==> src/rtl/fb_write_addr_gen_if.sv <==
`default_nettype none
// ============================================================================
// Module   : fb_write_addr_gen_if
// Brief    : Frame-buffer write port (valid/ready, address + RGB565 data).
// Revision : 1.0
// ============================================================================
interface fb_write_addr_gen_if #(
    parameter int ADDR_W = 17
) ();
    logic              o_wr_valid;
    logic [ADDR_W-1:0] o_wr_addr;
    logic [15:0]       o_wr_data;
    logic              i_wr_ready;

    modport master (
        output o_wr_valid,
        output o_wr_addr,
        output o_wr_data,
        input  i_wr_ready
    );

    modport slave (
        input  o_wr_valid,
        input  o_wr_addr,
        input  o_wr_data,
        output i_wr_ready
    );
endinterface
`default_nettype wire

==> src/rtl/fb_write_addr_gen.sv <==
`default_nettype none
// ============================================================================
// Module   : fb_write_addr_gen
// Brief    : Walks an address-window cursor per pixel and queues linear
//            frame-buffer writes in a FWFT FIFO.
// Revision : 1.0
// ============================================================================
module fb_write_addr_gen #(
    parameter int H_RES      = 480,
    parameter int V_RES      = 272,
    parameter int ADDR_W     = 17,
    parameter int FIFO_DEPTH = 16,
    parameter int LVL_W      = 5
) (
    input  wire logic        i_clk,
    input  wire logic        i_rst_n,
    input  wire logic [15:0] i_pixel_data,
    input  wire logic        i_pixel_en_pls,
    input  wire logic [7:0]  i_inst_data,
    input  wire logic        i_inst_en_pls,
    input  wire logic [31:0] i_col_addr,
    input  wire logic [31:0] i_row_addr,
    fb_write_addr_gen_if.master wr_if,
    output logic [LVL_W-1:0] o_fifo_level,
    output logic             o_frame_done_pls,
    output logic             o_ovf,
    output logic             o_clip
);
    localparam int         PTR_W   = LVL_W - 1;
    localparam logic [7:0] C_RAMWR = 8'h2C;

    logic        w_ramwr, w_pix, w_x_last, w_y_last;
    logic [15:0] w_xs, w_xe, w_ys, w_ye;
    logic [15:0] xs_q, xe_q, ys_q, ye_q, cx_q, cy_q, cx_d, cy_d;
    logic        frame_done_q, ovf_q, clip_q;

    logic              s1_vld_q, s1_clip_q;
    logic [15:0]       s1_x_q, s1_y_q, s1_data_q;
    logic              s2_vld_q, s2_clip_q;
    logic [ADDR_W-1:0] s2_addr_q;
    logic [15:0]       s2_data_q;

    logic [ADDR_W-1:0] mem_addr_q [FIFO_DEPTH];
    logic [15:0]       mem_data_q [FIFO_DEPTH];
    logic [PTR_W-1:0]  wptr_q, rptr_q;
    logic [LVL_W-1:0]  cnt_q;
    logic              w_valid, w_full, w_pop, w_push_req, w_push, w_drop;

    // RAMWR has priority: a coincident pixel is discarded.
    assign w_ramwr  = i_inst_en_pls && (i_inst_data == C_RAMWR);
    assign w_pix    = i_pixel_en_pls && !w_ramwr;
    assign w_xs     = i_col_addr[31:16];
    assign w_xe     = (i_col_addr[15:0] < w_xs) ? w_xs : i_col_addr[15:0];
    assign w_ys     = i_row_addr[31:16];
    assign w_ye     = (i_row_addr[15:0] < w_ys) ? w_ys : i_row_addr[15:0];
    assign w_x_last = (cx_q == xe_q);
    assign w_y_last = (cy_q == ye_q);

    always_comb begin
        cx_d = cx_q;
        cy_d = cy_q;
        if (w_ramwr) begin
            cx_d = w_xs;
            cy_d = w_ys;
        end else if (w_pix) begin
            if (!w_x_last) begin
                cx_d = cx_q + 16'd1;
            end else begin
                cx_d = xs_q;
                cy_d = w_y_last ? ys_q : (cy_q + 16'd1);
            end
        end
    end

    always_ff @(posedge i_clk or negedge i_rst_n) begin
        if (!i_rst_n) begin
            xs_q         <= '0;
            xe_q         <= 16'(H_RES - 1);
            ys_q         <= '0;
            ye_q         <= 16'(V_RES - 1);
            cx_q         <= '0;
            cy_q         <= '0;
            frame_done_q <= 1'b0;
        end else begin
            if (w_ramwr) begin
                xs_q <= w_xs;
                xe_q <= w_xe;
                ys_q <= w_ys;
                ye_q <= w_ye;
            end
            cx_q         <= cx_d;
            cy_q         <= cy_d;
            frame_done_q <= w_pix && w_x_last && w_y_last;
        end
    end

    // Two-stage pipeline: capture/clip, then constant-multiply address.
    always_ff @(posedge i_clk or negedge i_rst_n) begin
        if (!i_rst_n) begin
            s1_vld_q  <= 1'b0;
            s1_clip_q <= 1'b0;
            s1_x_q    <= '0;
            s1_y_q    <= '0;
            s1_data_q <= '0;
            s2_vld_q  <= 1'b0;
            s2_clip_q <= 1'b0;
            s2_addr_q <= '0;
            s2_data_q <= '0;
        end else begin
            s1_vld_q <= w_pix;
            if (w_pix) begin
                s1_x_q    <= cx_q;
                s1_y_q    <= cy_q;
                s1_data_q <= i_pixel_data;
                s1_clip_q <= (cx_q >= 16'(H_RES)) || (cy_q >= 16'(V_RES));
            end
            s2_vld_q <= s1_vld_q;
            if (s1_vld_q) begin
                s2_addr_q <= ADDR_W'(32'(s1_y_q) * 32'(H_RES) + 32'(s1_x_q));
                s2_data_q <= s1_data_q;
                s2_clip_q <= s1_clip_q;
            end
        end
    end

    assign w_valid    = (cnt_q != '0);
    assign w_full     = (cnt_q == LVL_W'(FIFO_DEPTH));
    assign w_pop      = w_valid && wr_if.i_wr_ready;
    assign w_push_req = s2_vld_q && !s2_clip_q;
    // A pop in the same cycle frees the slot, so a full FIFO can still accept.
    assign w_push     = w_push_req && (!w_full || w_pop);
    assign w_drop     = w_push_req && w_full && !w_pop;

    always_ff @(posedge i_clk or negedge i_rst_n) begin
        if (!i_rst_n) begin
            wptr_q <= '0;
            rptr_q <= '0;
            cnt_q  <= '0;
            ovf_q  <= 1'b0;
            clip_q <= 1'b0;
        end else begin
            if (w_push) wptr_q <= wptr_q + PTR_W'(1);
            if (w_pop)  rptr_q <= rptr_q + PTR_W'(1);
            case ({w_push, w_pop})
                2'b10:   cnt_q <= cnt_q + LVL_W'(1);
                2'b01:   cnt_q <= cnt_q - LVL_W'(1);
                default: cnt_q <= cnt_q;
            endcase
            if (w_ramwr)                    ovf_q  <= 1'b0;
            else if (w_drop)                ovf_q  <= 1'b1;
            if (w_ramwr)                    clip_q <= 1'b0;
            else if (s2_vld_q && s2_clip_q) clip_q <= 1'b1;
        end
    end

    always_ff @(posedge i_clk) begin
        if (w_push) begin
            mem_addr_q[wptr_q] <= s2_addr_q;
            mem_data_q[wptr_q] <= s2_data_q;
        end
    end

    assign wr_if.o_wr_valid = w_valid;
    assign wr_if.o_wr_addr  = w_valid ? mem_addr_q[rptr_q] : '0;
    assign wr_if.o_wr_data  = w_valid ? mem_data_q[rptr_q] : '0;
    assign o_fifo_level     = cnt_q;
    assign o_frame_done_pls = frame_done_q;
    assign o_ovf            = ovf_q;
    assign o_clip           = clip_q;
endmodule
`default_nettype wire

==> src/flat_wrapper.sv <==
// flat-port wrapper written by rule: the top's interface ports become plain ports
module fb_write_addr_gen_flat 
#(
    parameter int H_RES      = 480,
    parameter int V_RES      = 272,
    parameter int ADDR_W     = 17,
    parameter int FIFO_DEPTH = 16,
    parameter int LVL_W      = 5
)
  (i_clk, i_rst_n, i_pixel_data, i_pixel_en_pls, i_inst_data, i_inst_en_pls, i_col_addr, i_row_addr, o_fifo_level, o_frame_done_pls, o_ovf, o_clip, wr_if_o_wr_valid, wr_if_o_wr_addr, wr_if_o_wr_data, wr_if_i_wr_ready);
  fb_write_addr_gen_if #(.ADDR_W(ADDR_W)) wr_if_i ();
  input  wire logic i_clk;
  input  wire logic i_rst_n;
  input  wire logic [15:0] i_pixel_data;
  input  wire logic i_pixel_en_pls;
  input  wire logic [7:0] i_inst_data;
  input  wire logic i_inst_en_pls;
  input  wire logic [31:0] i_col_addr;
  input  wire logic [31:0] i_row_addr;
  output logic [LVL_W-1:0] o_fifo_level;
  output logic o_frame_done_pls;
  output logic o_ovf;
  output logic o_clip;
  output wire logic [$bits(wr_if_i.o_wr_valid)-1:0] wr_if_o_wr_valid;
  output wire logic [$bits(wr_if_i.o_wr_addr)-1:0] wr_if_o_wr_addr;
  output wire logic [$bits(wr_if_i.o_wr_data)-1:0] wr_if_o_wr_data;
  input wire logic [$bits(wr_if_i.i_wr_ready)-1:0] wr_if_i_wr_ready;
  assign wr_if_o_wr_valid = wr_if_i.o_wr_valid;
  assign wr_if_o_wr_addr = wr_if_i.o_wr_addr;
  assign wr_if_o_wr_data = wr_if_i.o_wr_data;
  assign wr_if_i.i_wr_ready = wr_if_i_wr_ready;
  fb_write_addr_gen #(.H_RES(H_RES), .V_RES(V_RES), .ADDR_W(ADDR_W), .FIFO_DEPTH(FIFO_DEPTH), .LVL_W(LVL_W)) u_core (.i_clk(i_clk), .i_rst_n(i_rst_n), .i_pixel_data(i_pixel_data), .i_pixel_en_pls(i_pixel_en_pls), .i_inst_data(i_inst_data), .i_inst_en_pls(i_inst_en_pls), .i_col_addr(i_col_addr), .i_row_addr(i_row_addr), .wr_if(wr_if_i), .o_fifo_level(o_fifo_level), .o_frame_done_pls(o_frame_done_pls), .o_ovf(o_ovf), .o_clip(o_clip));
endmodule
==> config.mk <==
export PLATFORM = sky130hd
export DESIGN_NAME = fb_write_addr_gen_flat
export DESIGN_NICKNAME = d
export VERILOG_FILES = /design/src/rtl/fb_write_addr_gen_if.sv /design/src/rtl/fb_write_addr_gen.sv /design/src/flat_wrapper.sv
export SDC_FILE = /design/constraint.sdc
export NUM_CORES = 1
export LEC_CHECK = 0
export ABC_AREA = 1
export CORE_ASPECT_RATIO = 2
export CORE_MARGIN = 1
export CORE_UTILIZATION = 45
export DETAILED_ROUTE_END_ITERATION = 12
export PLACE_DENSITY = 0.62
export SYNTH_ARGS = -nofsm -noshare
export SYNTH_HDL_FRONTEND = slang
export SYNTH_SLANG_ARGS = --single-unit
export TNS_END_PERCENT = 30
==> constraint.sdc <==
create_clock -name i_clk -period 4.1 [get_ports i_clk]
set_input_delay 1.025 -clock i_clk [delete_from_list [all_inputs] [get_ports i_clk]]
set_output_delay 1.025 -clock i_clk [all_outputs]
set_load 0.005 [all_outputs]
==> qor.json <==
{
  "start_kind": {"value": "flop"},
  "area.combinational": {"value": 10400, "unit": "sq um"},
  "power.combinational.fraction": {"value": 37.6, "unit": "%"},
  "num-clock-buffers": {"value": 74},
  "inv_count": {"value": 211},
  "design_power_total": {"value": 25000, "unit": "uW"},
  "design.seq.count": {"value": 721},
  "cts_max_level": {"value": 2},
  "remaining_drc_errors": {"value": 0},
  "antenna_violations_before_repair": {"value": 0},
  "reg2regPathDepth": {"value": 19},
  "worst_ir_drop_vdd": {"value": 0.000411, "unit": "V"},
  "p_clk": {"value": 5780, "unit": "uW"},
  "worst_r2r_endpoint": {"value": "u_core.s2_addr_q[15]"},
  "final.signal_buffer_count": {"value": 206},
  "critical-path-slowest-cell": {"value": "sky130_fd_sc_hd__dfrtp_4"},
  "netlist_area": {"value": 32300, "unit": "sq um"},
  "cp_num_cells": {"value": 9},
  "ys_cells": {"value": 3056},
  "cts_tree": {"value": "built"},
  "post_cts_resize_count": {"value": 19},
  "worstPathMaxFanout": {"value": 36},
  "io_pins": {"value": 135},
  "dr.max_layer_used": {"value": "met4"},
  "timing.critical_path.buf_inv": {"value": 3},
  "post-place-ws": {"value": 133, "unit": "ps"},
  "power.clock.fraction": {"value": 23.1, "unit": "%"},
  "fin_ws": {"value": 38.5, "unit": "ps"},
  "synth.area.mux_share": {"value": 0, "unit": "%"},
  "fp.dieArea": {"value": 73000, "unit": "sq um"},
  "actual_slew_at_the_worst_max_slew_pin": {"value": 1080, "unit": "ps"},
  "synthAdderAreaFrac": {"value": 3.69, "unit": "%"},
  "yosys_warnings": {"value": 0},
  "cts_made_buffers": {"value": 60},
  "power.leakage": {"value": 0.0147, "unit": "uW"},
  "synth.area.top_cells": {"value": "sky130_fd_sc_hd__edfxtp_1 49%, sky130_fd_sc_hd__dfrtp_1 14%, sky130_fd_sc_hd__nand2_1 7.2%"},
  "run_status": {"value": "completed"},
  "first_global_vias": {"value": 23418},
  "worstPathArrival": {"value": 3040, "unit": "ps"},
  "detailedPlacementHpwl": {"value": 54800, "unit": "um"},
  "pins_over_slew_limit": {"value": 0},
  "pwrdens": {"value": 668, "unit": "nW/um^2"},
  "ys_seq_elements": {"value": 721},
  "pg_seq": {"value": 9840, "unit": "uW"},
  "chipHeight": {"value": 381, "unit": "um"},
  "crit_top_cell": {"value": "sky130_fd_sc_hd__nor2_1"},
  "numClockSinks": {"value": 721}
}
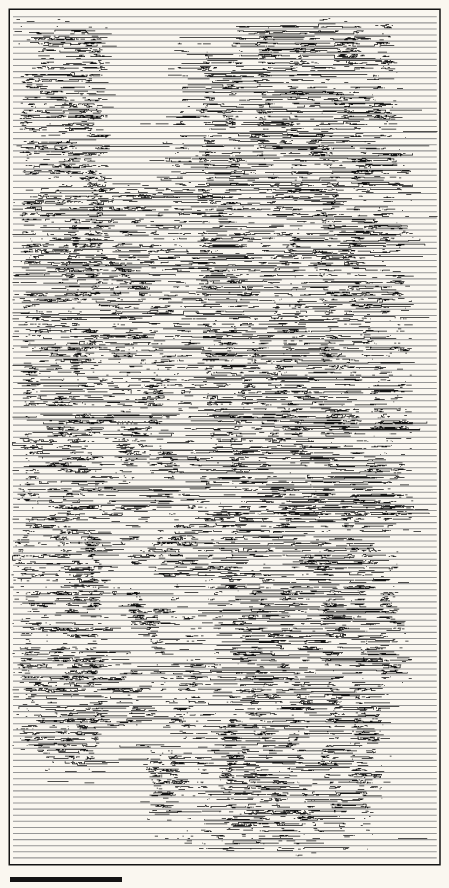
*Metal 1*
The bar under the picture is 50 um long. Supply wires on this layer in gray.
The layer holds 36% of the routed length. The longest straight run is 47.4 um. The layer carries 32.5 mm of wire. The wires run mostly horizontal. 3064 nets have wire on it.
total via count in the routed design: 23.3k
met1 capacity usage during global routing: 27.7%
Detailed Route WL: 89300 um

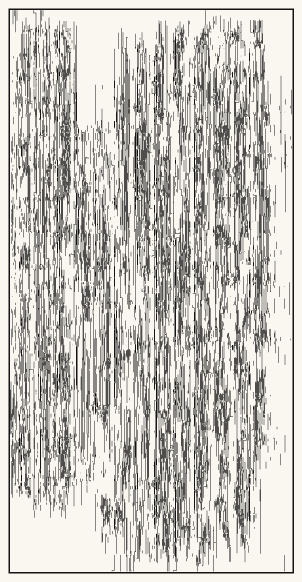
*Signal wires on met2*
2658 nets have wire on it. The longest straight run is 138 um.
met2 routing resource usage after global routing: 45.5%

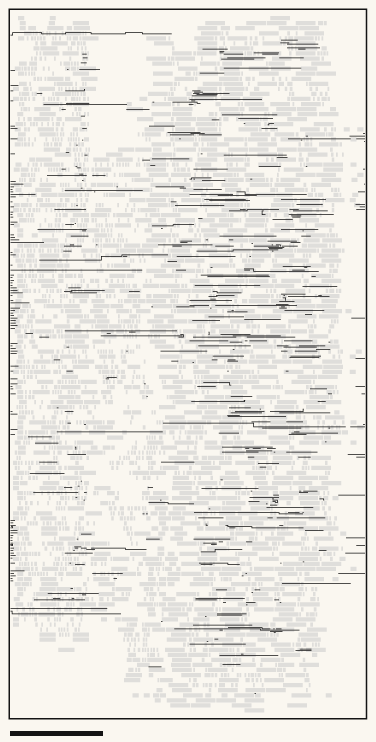
*Signal wires on met3*
The bar under the picture is 50 um long.
The longest straight run is 70.6 um. 281 nets have wire on it. The layer holds 5.3% of the routed length. The wires run mostly horizontal. The layer carries 4720 um of wire.
met3 layer usage reported by global route: 2.71%

